<file path="src/rtl/pc_fetch_sequencer_if.sv">
`default_nettype none
// ============================================================================
// Module   : pc_fetch_sequencer_if
// Brief    : Redirect / stall / imem handshake bundle for the fetch sequencer.
// Revision : 1.0 - initial release
// ============================================================================
interface pc_fetch_sequencer_if;
    logic        stall;
    logic        Ctrl_jump;
    logic [31:0] jumpToWhere;
    logic        Ctrl_branch;
    logic [31:0] branchToWhere;
    logic        imem_ready;
    logic [31:0] pc_cur;
    logic        pc_valid;
    logic        flush;
    logic        addr_err;
    logic [31:0] fetch_count;

    // Sequencer side: owns the PC and drives the fetch request.
    modport master (
        input  stall, Ctrl_jump, jumpToWhere, Ctrl_branch, branchToWhere, imem_ready,
        output pc_cur, pc_valid, flush, addr_err, fetch_count
    );

    // Pipeline / imem side.
    modport slave (
        output stall, Ctrl_jump, jumpToWhere, Ctrl_branch, branchToWhere, imem_ready,
        input  pc_cur, pc_valid, flush, addr_err, fetch_count
    );
endinterface
`default_nettype wire

</file>
<file path="src/rtl/pc_fetch_sequencer.sv">
`default_nettype none
// ============================================================================
// Module   : pc_fetch_sequencer
// Brief    : Fetch PC owner. Arbitrates jump > branch > sequential advance,
//            honours stall / imem back-pressure, pulses IF/ID flush after
//            every redirect and counts accepted fetches.
// Revision : 1.0 - initial release
// ============================================================================
module pc_fetch_sequencer #(
    parameter logic [31:0] RESET_PC     = 32'h0000_3000,
    parameter int          FLUSH_CYCLES = 1
) (
    input  wire logic           clk,
    input  wire logic           rst,
    pc_fetch_sequencer_if.master fetch
);

    typedef enum logic [1:0] {
        BOOT  = 2'd0,
        RUN   = 2'd1,
        FLUSH = 2'd2
    } state_t;

    // Counter is preloaded so that it reaches zero on the last flush cycle.
    localparam logic [2:0] c_flush_load = 3'(FLUSH_CYCLES - 1);

    state_t      r_state;
    state_t      w_state_nxt;
    logic [2:0]  r_flush_cnt;
    logic [2:0]  w_flush_cnt_nxt;
    logic [31:0] r_pc;
    logic [31:0] w_pc_nxt;
    logic [31:0] r_fetch_count;
    logic        r_pc_valid;
    logic        r_flush;
    logic        r_addr_err;

    logic        w_active;
    logic        w_accept;
    logic        w_redirect;
    logic [31:0] w_target;

    // Requests are only honoured once the sequencer has left BOOT.
    assign w_active   = (r_state != BOOT);
    assign w_accept   = r_pc_valid & fetch.imem_ready & ~fetch.stall;
    assign w_redirect = w_active & (fetch.Ctrl_jump | fetch.Ctrl_branch);
    assign w_target   = fetch.Ctrl_jump ? fetch.jumpToWhere : fetch.branchToWhere;

    // Next-state, next-PC and flush-counter selection.
    always_comb begin
        w_state_nxt     = r_state;
        w_flush_cnt_nxt = r_flush_cnt;
        w_pc_nxt        = r_pc;
        case (r_state)
            BOOT: begin
                w_state_nxt = RUN;
            end
            RUN, FLUSH: begin
                if (w_redirect) begin
                    // Redirects win over stall and back-pressure; a redirect
                    // during FLUSH restarts the flush window.
                    w_pc_nxt        = {w_target[31:2], 2'b00};
                    w_state_nxt     = FLUSH;
                    w_flush_cnt_nxt = c_flush_load;
                end else begin
                    if (w_accept) begin
                        w_pc_nxt = r_pc + 32'd4;
                    end
                    if (r_state == FLUSH) begin
                        if (r_flush_cnt == 3'd0) begin
                            w_state_nxt = RUN;
                        end else begin
                            w_flush_cnt_nxt = r_flush_cnt - 3'd1;
                        end
                    end
                end
            end
            default: begin
                w_state_nxt = BOOT;
            end
        endcase
    end

    // State, PC and counter registers.
    always_ff @(posedge clk or posedge rst) begin
        if (rst) begin
            r_state     <= BOOT;
            r_flush_cnt <= 3'd0;
            r_pc        <= RESET_PC;
        end else begin
            r_state     <= w_state_nxt;
            r_flush_cnt <= w_flush_cnt_nxt;
            r_pc        <= w_pc_nxt;
        end
    end

    // Registered status outputs, decoded from the state being entered.
    always_ff @(posedge clk or posedge rst) begin
        if (rst) begin
            r_pc_valid    <= 1'b0;
            r_flush       <= 1'b0;
            r_addr_err    <= 1'b0;
            r_fetch_count <= 32'd0;
        end else begin
            r_pc_valid    <= (w_state_nxt != BOOT);
            r_flush       <= (w_state_nxt == FLUSH);
            r_addr_err    <= w_redirect & (|w_target[1:0]);
            r_fetch_count <= r_fetch_count + (w_accept ? 32'd1 : 32'd0);
        end
    end

    assign fetch.pc_cur      = r_pc;
    assign fetch.pc_valid    = r_pc_valid;
    assign fetch.flush       = r_flush;
    assign fetch.addr_err    = r_addr_err;
    assign fetch.fetch_count = r_fetch_count;

endmodule
`default_nettype wire

</file>
<file path="src/flat_wrapper.sv">
// flat-port wrapper written by rule: the top's interface ports become plain ports
module pc_fetch_sequencer_flat 
#(
    parameter logic [31:0] RESET_PC     = 32'h0000_3000,
    parameter int          FLUSH_CYCLES = 1
)
  (clk, rst, fetch_stall, fetch_Ctrl_jump, fetch_jumpToWhere, fetch_Ctrl_branch, fetch_branchToWhere, fetch_imem_ready, fetch_pc_cur, fetch_pc_valid, fetch_flush, fetch_addr_err, fetch_fetch_count);
  pc_fetch_sequencer_if fetch_i ();
  input  wire logic clk;
  input  wire logic rst;
  input wire logic [$bits(fetch_i.stall)-1:0] fetch_stall;
  input wire logic [$bits(fetch_i.Ctrl_jump)-1:0] fetch_Ctrl_jump;
  input wire logic [$bits(fetch_i.jumpToWhere)-1:0] fetch_jumpToWhere;
  input wire logic [$bits(fetch_i.Ctrl_branch)-1:0] fetch_Ctrl_branch;
  input wire logic [$bits(fetch_i.branchToWhere)-1:0] fetch_branchToWhere;
  input wire logic [$bits(fetch_i.imem_ready)-1:0] fetch_imem_ready;
  output wire logic [$bits(fetch_i.pc_cur)-1:0] fetch_pc_cur;
  output wire logic [$bits(fetch_i.pc_valid)-1:0] fetch_pc_valid;
  output wire logic [$bits(fetch_i.flush)-1:0] fetch_flush;
  output wire logic [$bits(fetch_i.addr_err)-1:0] fetch_addr_err;
  output wire logic [$bits(fetch_i.fetch_count)-1:0] fetch_fetch_count;
  assign fetch_i.stall = fetch_stall;
  assign fetch_i.Ctrl_jump = fetch_Ctrl_jump;
  assign fetch_i.jumpToWhere = fetch_jumpToWhere;
  assign fetch_i.Ctrl_branch = fetch_Ctrl_branch;
  assign fetch_i.branchToWhere = fetch_branchToWhere;
  assign fetch_i.imem_ready = fetch_imem_ready;
  assign fetch_pc_cur = fetch_i.pc_cur;
  assign fetch_pc_valid = fetch_i.pc_valid;
  assign fetch_flush = fetch_i.flush;
  assign fetch_addr_err = fetch_i.addr_err;
  assign fetch_fetch_count = fetch_i.fetch_count;
  pc_fetch_sequencer #(.RESET_PC(RESET_PC), .FLUSH_CYCLES(FLUSH_CYCLES)) u_core (.clk(clk), .rst(rst), .fetch(fetch_i));
endmodule
</file>
<file path="config.mk">
export PLATFORM = sky130hd
export DESIGN_NAME = pc_fetch_sequencer_flat
export DESIGN_NICKNAME = d
export VERILOG_FILES = /design/src/rtl/pc_fetch_sequencer_if.sv /design/src/rtl/pc_fetch_sequencer.sv /design/src/flat_wrapper.sv
export SDC_FILE = /design/constraint.sdc
export NUM_CORES = 1
export LEC_CHECK = 0
export ABC_AREA = 1
export CAP_MARGIN = 10
export CORE_UTILIZATION = 52
export DETAILED_ROUTE_END_ITERATION = 10
export PLACE_DENSITY = 0.87
export SLEW_MARGIN = 30
export SYNTH_ARGS = -nofsm -noshare
export SYNTH_HDL_FRONTEND = slang
export SYNTH_SLANG_ARGS = --single-unit
</file>
<file path="constraint.sdc">
create_clock -name clk -period 4.9 [get_ports clk]
set_input_delay 0.98 -clock clk [delete_from_list [all_inputs] [get_ports clk]]
set_output_delay 0.98 -clock clk [all_outputs]
set_load 0.01 [all_outputs]
</file>
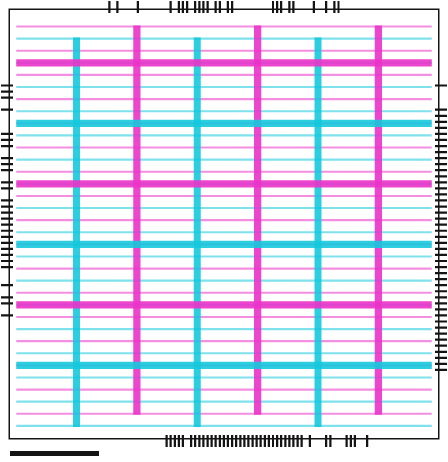
Fig. 1. Power grid (run 1).
The bar under the picture is 20 um long. Pins as bars on the die edge.
[cyan] VSS
[magenta] VDD
signal pins: 137
rows: 33
met4 straps: 6
met5 straps: 6
met1 rails: 34

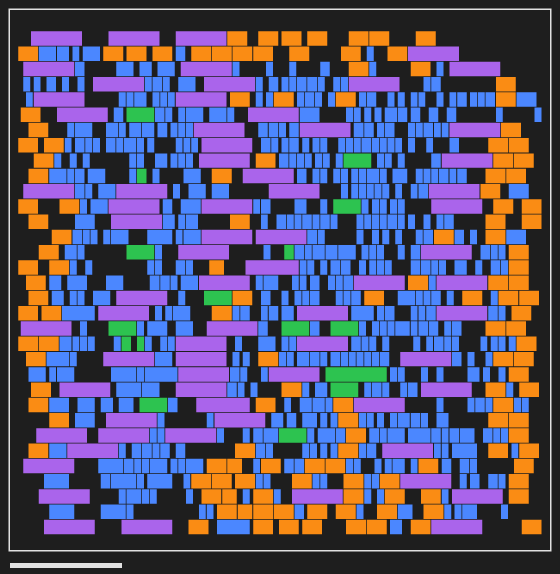
Fig. 2. Cell classes on the final placement (run 1).
The bar under the picture is 20 um long.
[blue] all other logic | cells: 559 | share of their area: 45%
[green] clock drivers and dummy loads | cells: 16 | share of their area: 3.3%
[orange] other buffers and delay cells | cells: 138 | share of their area: 23%
[purple] flip-flops | cells: 70 | share of their area: 29%

==> out/qor.csv, run 1 <==
stage,metric,value,unit
layout,max FFs per register,32,
final_timing,WHS,0.507,ns
route,Remaining DRCs,0,
placed_design,PortBufs,134,
flow_run,Max-cap violations,0,
global_routing,M3 GR Usage,4.66,%
layout,Seq cells,70,
route,DR vias,4762,
placed_design,gpl congestion,0.905,
layout,Util after Layout,74.0,%
synthesis,"area leader, netlist",dfrtp_1,
outcome,outcome,"complete, no violations",
synthesis,yosys stat area,4610,um^2
placed_design,Detail Placement HPWL,9560,um
synthesis,synth unique cells,41,
pwr,sequential share of power,33.7,%
clocking,CTS buffer count,9,
pwr,clock group total power,0.000487,W
worst_hold_path,worst hold endpoint,u_core.fetch.fetch_count[29],
synthesis,most frequent cell after synthesis,nand2_1,
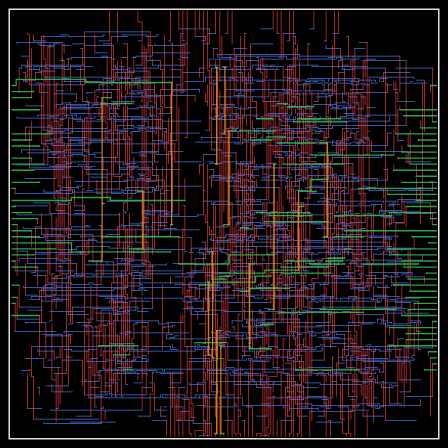
Fig. 3. Wiring by layer (run 1).
[blue] met1 | wire length: 5290 um
[green] met3 | wire length: 938 um
[orange] met4 | wire length: 313 um
[red] met2 | wire length: 6580 um

==> run 2: changes to the inputs <==
CORE_UTILIZATION = 43   (was 52)
PLACE_DENSITY = 0.77   (was 0.87)
clock period = 2.8 ns   (was 4.9 ns; I/O delays follow)
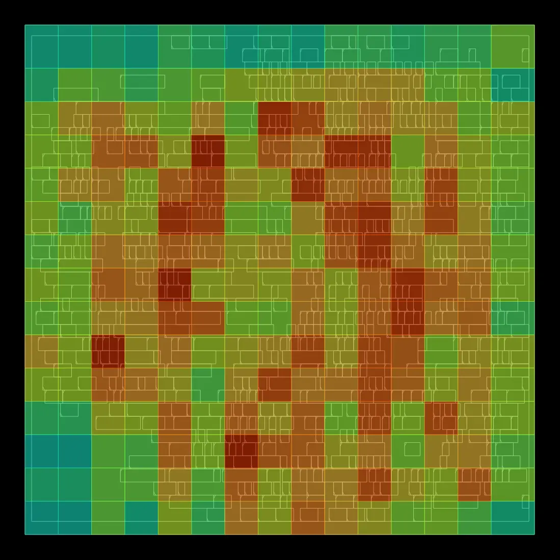
Fig. 4. Routing congestion (run 2).
GR Layer Usage met2: 43.6%
GRT Total Usage: 25.4%
WL/cell: 14.7 um
M3 GR Usage: 5.13%
Util after Layout: 60.8%

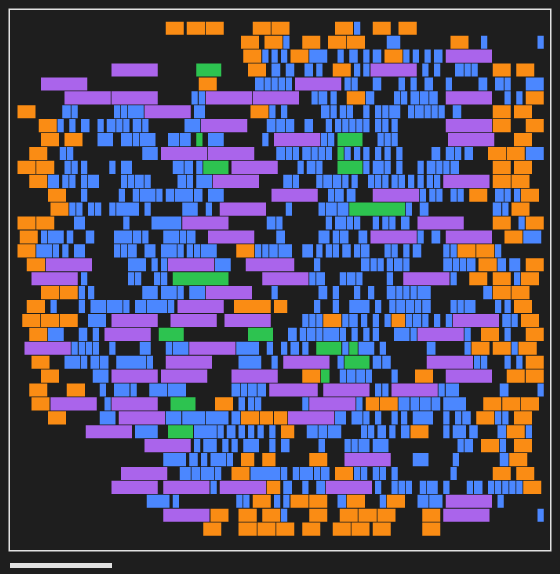
Fig. 5. Cell classes on the final placement (run 2).
The bar under the picture is 20 um long.
[orange] other buffers and delay cells | cells: 144 | share of their area: 23%
[purple] flip-flops | cells: 70 | share of their area: 29%
[blue] all other logic | cells: 559 | share of their area: 45%
[green] clock drivers and dummy loads | cells: 16 | share of their area: 3.5%

==> out/qor.csv, run 2 <==
stage,metric,value,unit
pwr,cell leakage power,2.87,nW
floorplan,die outline width,106,um
synthesis,most frequent cell after synthesis,nand2_1,
clocking,CTS buffer count,9,
synthesis,Adder Area Share,2.44,%
route,Remaining DRCs,0,
synthesis,Synth Register Bits,70,
outcome,outcome,"complete, no violations",
flow_run,Max-cap violations,0,
worst_hold_path,worst hold endpoint,u_core.fetch.fetch_count[5],
route,DR vias,4750,
placed_design,gpl congestion,0.907,
clocking,cts repair resizes,0,
global_routing,GRT Max-Usage Layer,met2,
pwr,sequential share of power,33.1,%
global_routing,GRT overflow,0,
final_timing,WHS,0.529,ns
layout,max FFs per register,32,
synthesis,yosys cell count,649,
placed_design,post-place setup slack,0.0902,ns
synthesis,"area leader, netlist",dfrtp_1,
critical_path,required time worst endpoint,3.02,ns
synthesis,yosys stat area,4610,um^2
placed_design,PortBufs,134,
synthesis,synth unique cells,41,
placed_design,Detail Placement HPWL,10100,um
==> run 3: changes to the inputs <==
CORE_UTILIZATION = 48   (was 43)
PLACE_DENSITY = 0.81   (was 0.77)
clock period = 2.4 ns   (was 2.8 ns; I/O delays follow)
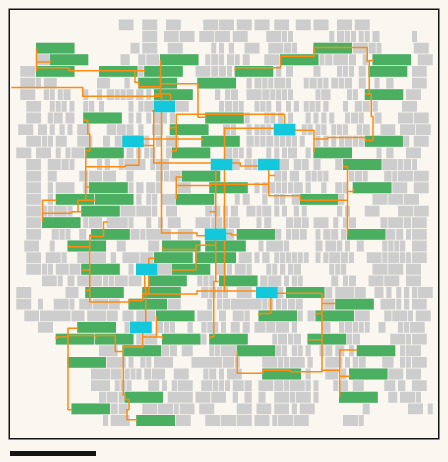
Fig. 6. Clock wires, drivers and flops (run 3).
The bar under the picture is 20 um long.
[orange] clock wires | length: 902 um
[green] flip-flops | count: 70
[cyan] cells driving clock nets | count: 9
flops lie: spread over the die
routed clock nets: 10

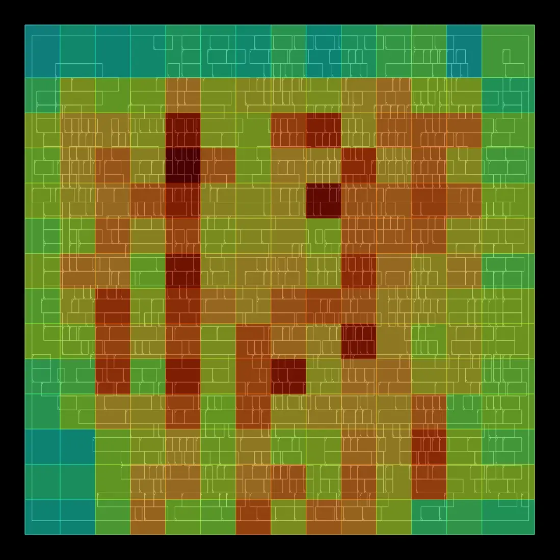
Fig. 7. Routing congestion (run 3).
Util after Layout: 68.7%
GR Layer Usage met2: 47.8%
WL/cell: 13.6 um
met1 Usage GRT: 32.2%

==> out/qor.csv, run 3 <==
stage,metric,value,unit
route,Remaining DRCs,0,
placed_design,Detail Placement HPWL,9720,um
route,DR vias,4756,
placed_design,post-place setup slack,-0.115,ns
synthesis,yosys stat area,4610,um^2
synthesis,synth unique cells,41,
global_routing,GRT overflow,0,
floorplan,die outline width,100,um
synthesis,Synth Register Bits,70,
pwr,cell leakage power,2.93,nW
final_timing,WHS,0.528,ns
layout,max FFs per register,32,
global_routing,M3 GR Usage,4.81,%
flow_run,Max-cap violations,0,
clocking,CTS buffer count,9,
clocking,cts repair resizes,0,
synthesis,most frequent cell after synthesis,nand2_1,
layout,Seq cells,70,
pwr,Sw Share,43.1,%
global_routing,GRT Max-Usage Layer,met2,
synthesis,yosys cell count,649,
pwr,clock group total power,0.000835,W
global_routing,GRT Total Usage,26.6,%
critical_path,required time worst endpoint,2.66,ns
pwr,sequential share of power,33.7,%
synthesis,"area leader, netlist",dfrtp_1,
placed_design,PortBufs,134,
outcome,outcome,"complete, no violations",
Power is estimated from default activity; no workload was simulated.
